[config.mk]
export PLATFORM = sky130hd
export DESIGN_NAME = key_led_ctrl
export DESIGN_NICKNAME = d
export VERILOG_FILES = /design/src/rtl/key_led_ctrl.sv
export SDC_FILE = /design/constraint.sdc
export NUM_CORES = 1
export LEC_CHECK = 0
export ABC_CLOCK_PERIOD_IN_PS = 4000
export CAP_MARGIN = 15
export CORE_MARGIN = 3
export CORE_UTILIZATION = 60
export CTS_CLUSTER_DIAMETER = 150
export CTS_CLUSTER_SIZE = 25
export DETAILED_ROUTE_END_ITERATION = 8
export MAX_ROUTING_LAYER = met4
export PLACE_DENSITY = 0.79
export SKIP_CTS_REPAIR_TIMING = 1
export SYNTH_ARGS = -nofsm -noshare
export SYNTH_HDL_FRONTEND = slang
export SYNTH_SLANG_ARGS = --single-unit
[constraint.sdc]
create_clock -name sys_clk -period 4 [get_ports sys_clk]
set_input_delay 0.8 -clock sys_clk [delete_from_list [all_inputs] [get_ports sys_clk]]
set_output_delay 0.8 -clock sys_clk [all_outputs]
set_load 0.01 [all_outputs]
[src/rtl/key_led_ctrl.sv]
// key_led_ctrl: per-channel key synchroniser, debouncer and LED driver.
// Each channel runs the same lane logic; the top is an array of lanes.

module key_led_lane #(
  parameter int CNT_MAX = 999_999
) (
  input  logic sys_clk,
  input  logic sys_rst,
  input  logic i_key,
  input  logic i_mode,
  output logic o_led,
  output logic o_flag
);
  localparam int CW = (CNT_MAX > 0) ? $clog2(CNT_MAX + 1) : 1;
  localparam logic [CW-1:0] CNT_TOP = CW'(CNT_MAX);

  logic          r_s1, r_s2;
  logic          r_stb, r_stb_d;
  logic [CW-1:0] r_cnt;
  logic          r_led, r_flag;
  logic          w_press;

  // press = accepted level just fell from released (1) to pressed (0)
  assign w_press = r_stb_d & ~r_stb;

  // two-flop synchroniser; idles at released (1)
  always_ff @(posedge sys_clk or posedge sys_rst) begin
    if (sys_rst) begin
      r_s1 <= 1'b1;
      r_s2 <= 1'b1;
    end else begin
      r_s1 <= i_key;
      r_s2 <= r_s1;
    end
  end

  // debounce: accept s2 only after CNT_MAX+1 consecutive cycles differing from stb
  always_ff @(posedge sys_clk or posedge sys_rst) begin
    if (sys_rst) begin
      r_stb <= 1'b1;
      r_cnt <= '0;
    end else if (r_s2 == r_stb) begin
      r_cnt <= '0;
    end else if (r_cnt == CNT_TOP) begin
      r_stb <= r_s2;
      r_cnt <= '0;
    end else begin
      r_cnt <= r_cnt + 1'b1;
    end
  end

  // delayed copy of stb for edge detection, and registered press flag
  always_ff @(posedge sys_clk or posedge sys_rst) begin
    if (sys_rst) begin
      r_stb_d <= 1'b1;
      r_flag  <= 1'b0;
    end else begin
      r_stb_d <= r_stb;
      r_flag  <= w_press;
    end
  end

  // LED: follow the inverted accepted level, or toggle on each press
  always_ff @(posedge sys_clk or posedge sys_rst) begin
    if (sys_rst)     r_led <= 1'b0;
    else if (i_mode) r_led <= r_led ^ w_press;
    else             r_led <= ~r_stb;
  end

  assign o_led  = r_led;
  assign o_flag = r_flag;
endmodule

module key_led_ctrl #(
  parameter int CH      = 4,
  parameter int CNT_MAX = 999_999
) (
  input  logic          sys_clk,
  input  logic          sys_rst,
  input  logic [CH-1:0] key_in,
  input  logic [CH-1:0] mode,
  output logic [CH-1:0] led_out,
  output logic [CH-1:0] key_flag
);
  // one independent lane per channel, no cross-channel interaction
  key_led_lane #(.CNT_MAX(CNT_MAX)) u_lane [CH-1:0] (
    .sys_clk (sys_clk),
    .sys_rst (sys_rst),
    .i_key   (key_in),
    .i_mode  (mode),
    .o_led   (led_out),
    .o_flag  (key_flag)
  );
endmodule

### Placed standard cells

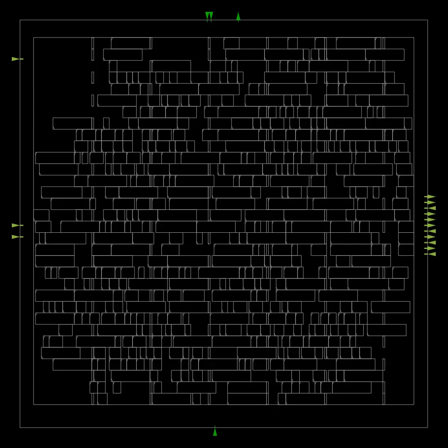
flip-flops: 104
tapcells inserted: 102
fraction of standard cell area that is sequential: 49.4%
number of filler cells placed in the layout: 599

### Logic cells by family

Scale: 4 px per um.
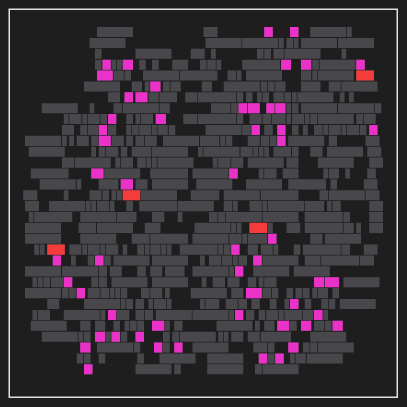
[red] fa/ha/maj cells | cells: 4 | most used: ha_1
[magenta] and/or cells | cells: 55 | most used: or3_1
most common logic cell in the routed design: dfrtp_1
fraction of area in multi-input gates: 40.0%
number of cells in the finished layout apart from fillers: 599

### Cells by drive strength

Scale: 4 px per um.
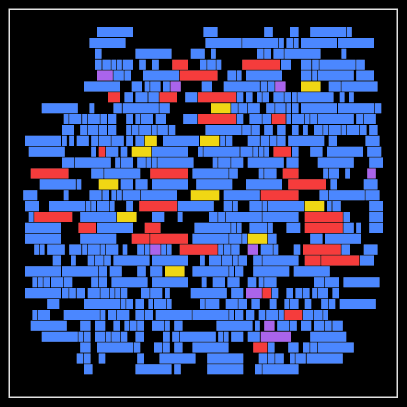
[red] _2 cells | cells: 30
[yellow] _6 and larger | cells: 11
[blue] _0 and _1 cells | cells: 447
[purple] _3 and _4 cells | cells: 9
final cell area excluding filler cells: 5310 sq um
setup ws final: 1.92 ns
P&R area growth vs syn: 7.82%

==> summary.txt <==
Purpose: to document the outcome of synthesis and place and route.

Run status
The flow ran to the end, and the final reports show no timing, DRC or antenna violations.

Cells and area
The net total in the final layout is slightly above 500. The largest register by flop count is u_lane.r_cnt. By area, registers come first. The number of clock buffers in the layout is 13. The layout buffering overhead excluding clock cells is under 10%.

Hold path
The startpoint identified for the worst hold timing path is u_lane[3].r_s1. The cell count of the worst hold path is 0.

Clock tree
The later-pin clock latency in the skew report is between 0.3 and 0.4 ns. Looking at the clock tree report, the maximum root-to-sink buffer count equals 2.

Place
In this run the cell area measured after placement is 5150 sq um.

Power and ir drop
The power in sequential cells is ~1100 uW. The largest power group is registers. Switching power as a fraction of the total was reported as ~23%. The sum of internal, switching and leakage power is between 1500 and 2000 uW. The power report lists cell-internal power as between 1000 and 1500 uW.

Job
The number of warnings reported in the stage logs is 26.

Final timing
The worst path uses between 50% and 60% of the clock period. The worst path in the final design needs a cycle of approximately 2.1 ns, including I/O delays and setup.

Worst setup path
The worst setup path endpoint is u_lane[3].r_cnt[3]. The number of cells traversed by the worst register-to-register path is 5.

Floorplan
The core area is 7850 sq um. The initial core utilization is around 63%.

GRT
The combined global-route utilization of all metal layers is about a fifth.

Detailed routing
The total via count in the routed design is around 3.6k.

Yosys
The number of nets at floorplan is slightly below 500.
### Pin map

Scale: 4 px per um. Pins as bars across the die edge, other pins in grey.
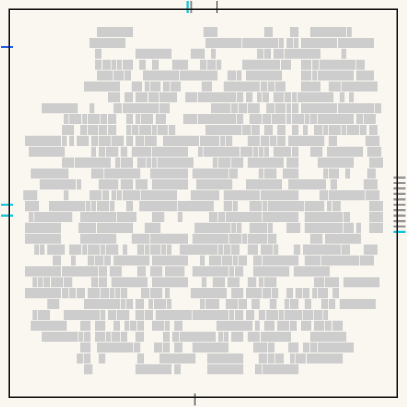
[blue] sys_clk | pins: 1 | direction: input | edge: left
[cyan] key_in | pins: 4 | direction: input | edge: 2 left, 1 top, 1 right
all pins by edge: 11 right, 3 left, 3 top, 1 bottom
die x size: 96.6 um
die boundary height: 96.6 um
count of input and output buffers: 17

### Port wiring

Scale: 3 px per um.
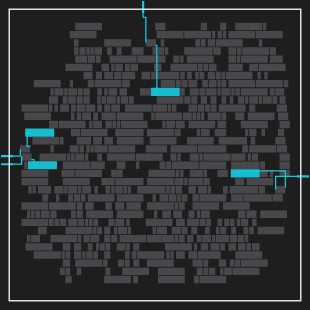
[cyan] key_in | direction: input | end cells: 4 | wire: 82.3 um
boundary pin count: 18

[logic make-up (layout without fill, tap and decap cells)]
group	Yosys count	after routing	share of synthesized area, %
compound gates	70	70	8.35
xor+xnor	49	49	8.71
fa+ha+maj	4	4	1.02
buf+inv	39	53	4.09
flops	104	104	53.2
mux	4	4	0.914
simple gates	213	213	23.7
[critical path, cell delays in order, from the launching register on]
cell and delay, ns:
dfrtp_1 0.50, nor4_1 0.35, nand2_1 0.14, o31ai_2 0.60, buf_4 0.30, nor2_1 0.07
[Yosys cell counts (7+ instances only)]
master	number
and4_1	7
o21ai_0	14
and3_1	12
dfrtp_1	88
o31ai_1	17
nor2_1	60
nand4_1	16
xnor2_1	16
or4_1	12
buf_2	13
inv_1	15
nand3_1	32
nand2_1	21
dfstp_2	16
xor2_1	33
nor3_1	7
or3_1	14
a21oi_1	30
buf_4	8
[cell usage in the layout (no fill, tap or decap), types with 5 or more instances in the layout]
cell type	synthesis	routed
dfrtp_1	88	88
nor2_1	60	60
xor2_1	33	33
nand3_1	32	32
a21oi_1	30	30
nand2_1	21	21
clkdlybuf4s50_1	0	17
nand4_1	16	16
xnor2_1	16	16
dfstp_2	16	16
or3_1	14	14
o21ai_0	14	14
inv_1	15	14
o31ai_1	17	13
and3_1	12	12
or4_1	12	12
clkbuf_8	0	9
and4_1	7	7
nor3_1	7	7
nor4_1	6	6
nor2b_1	5	5
[routing by layer]
layer  vias to the layer above  wire length, um  GRT usage (%)
met2                        60             4200           31.3
met1                      1755             4210           27.8
met3                        14              297           4.54
li1                       1725                -              -
met4                         0              105           5.72
met5                         -                0              -
No activity file was given, so power comes from the tool's default toggle rates.
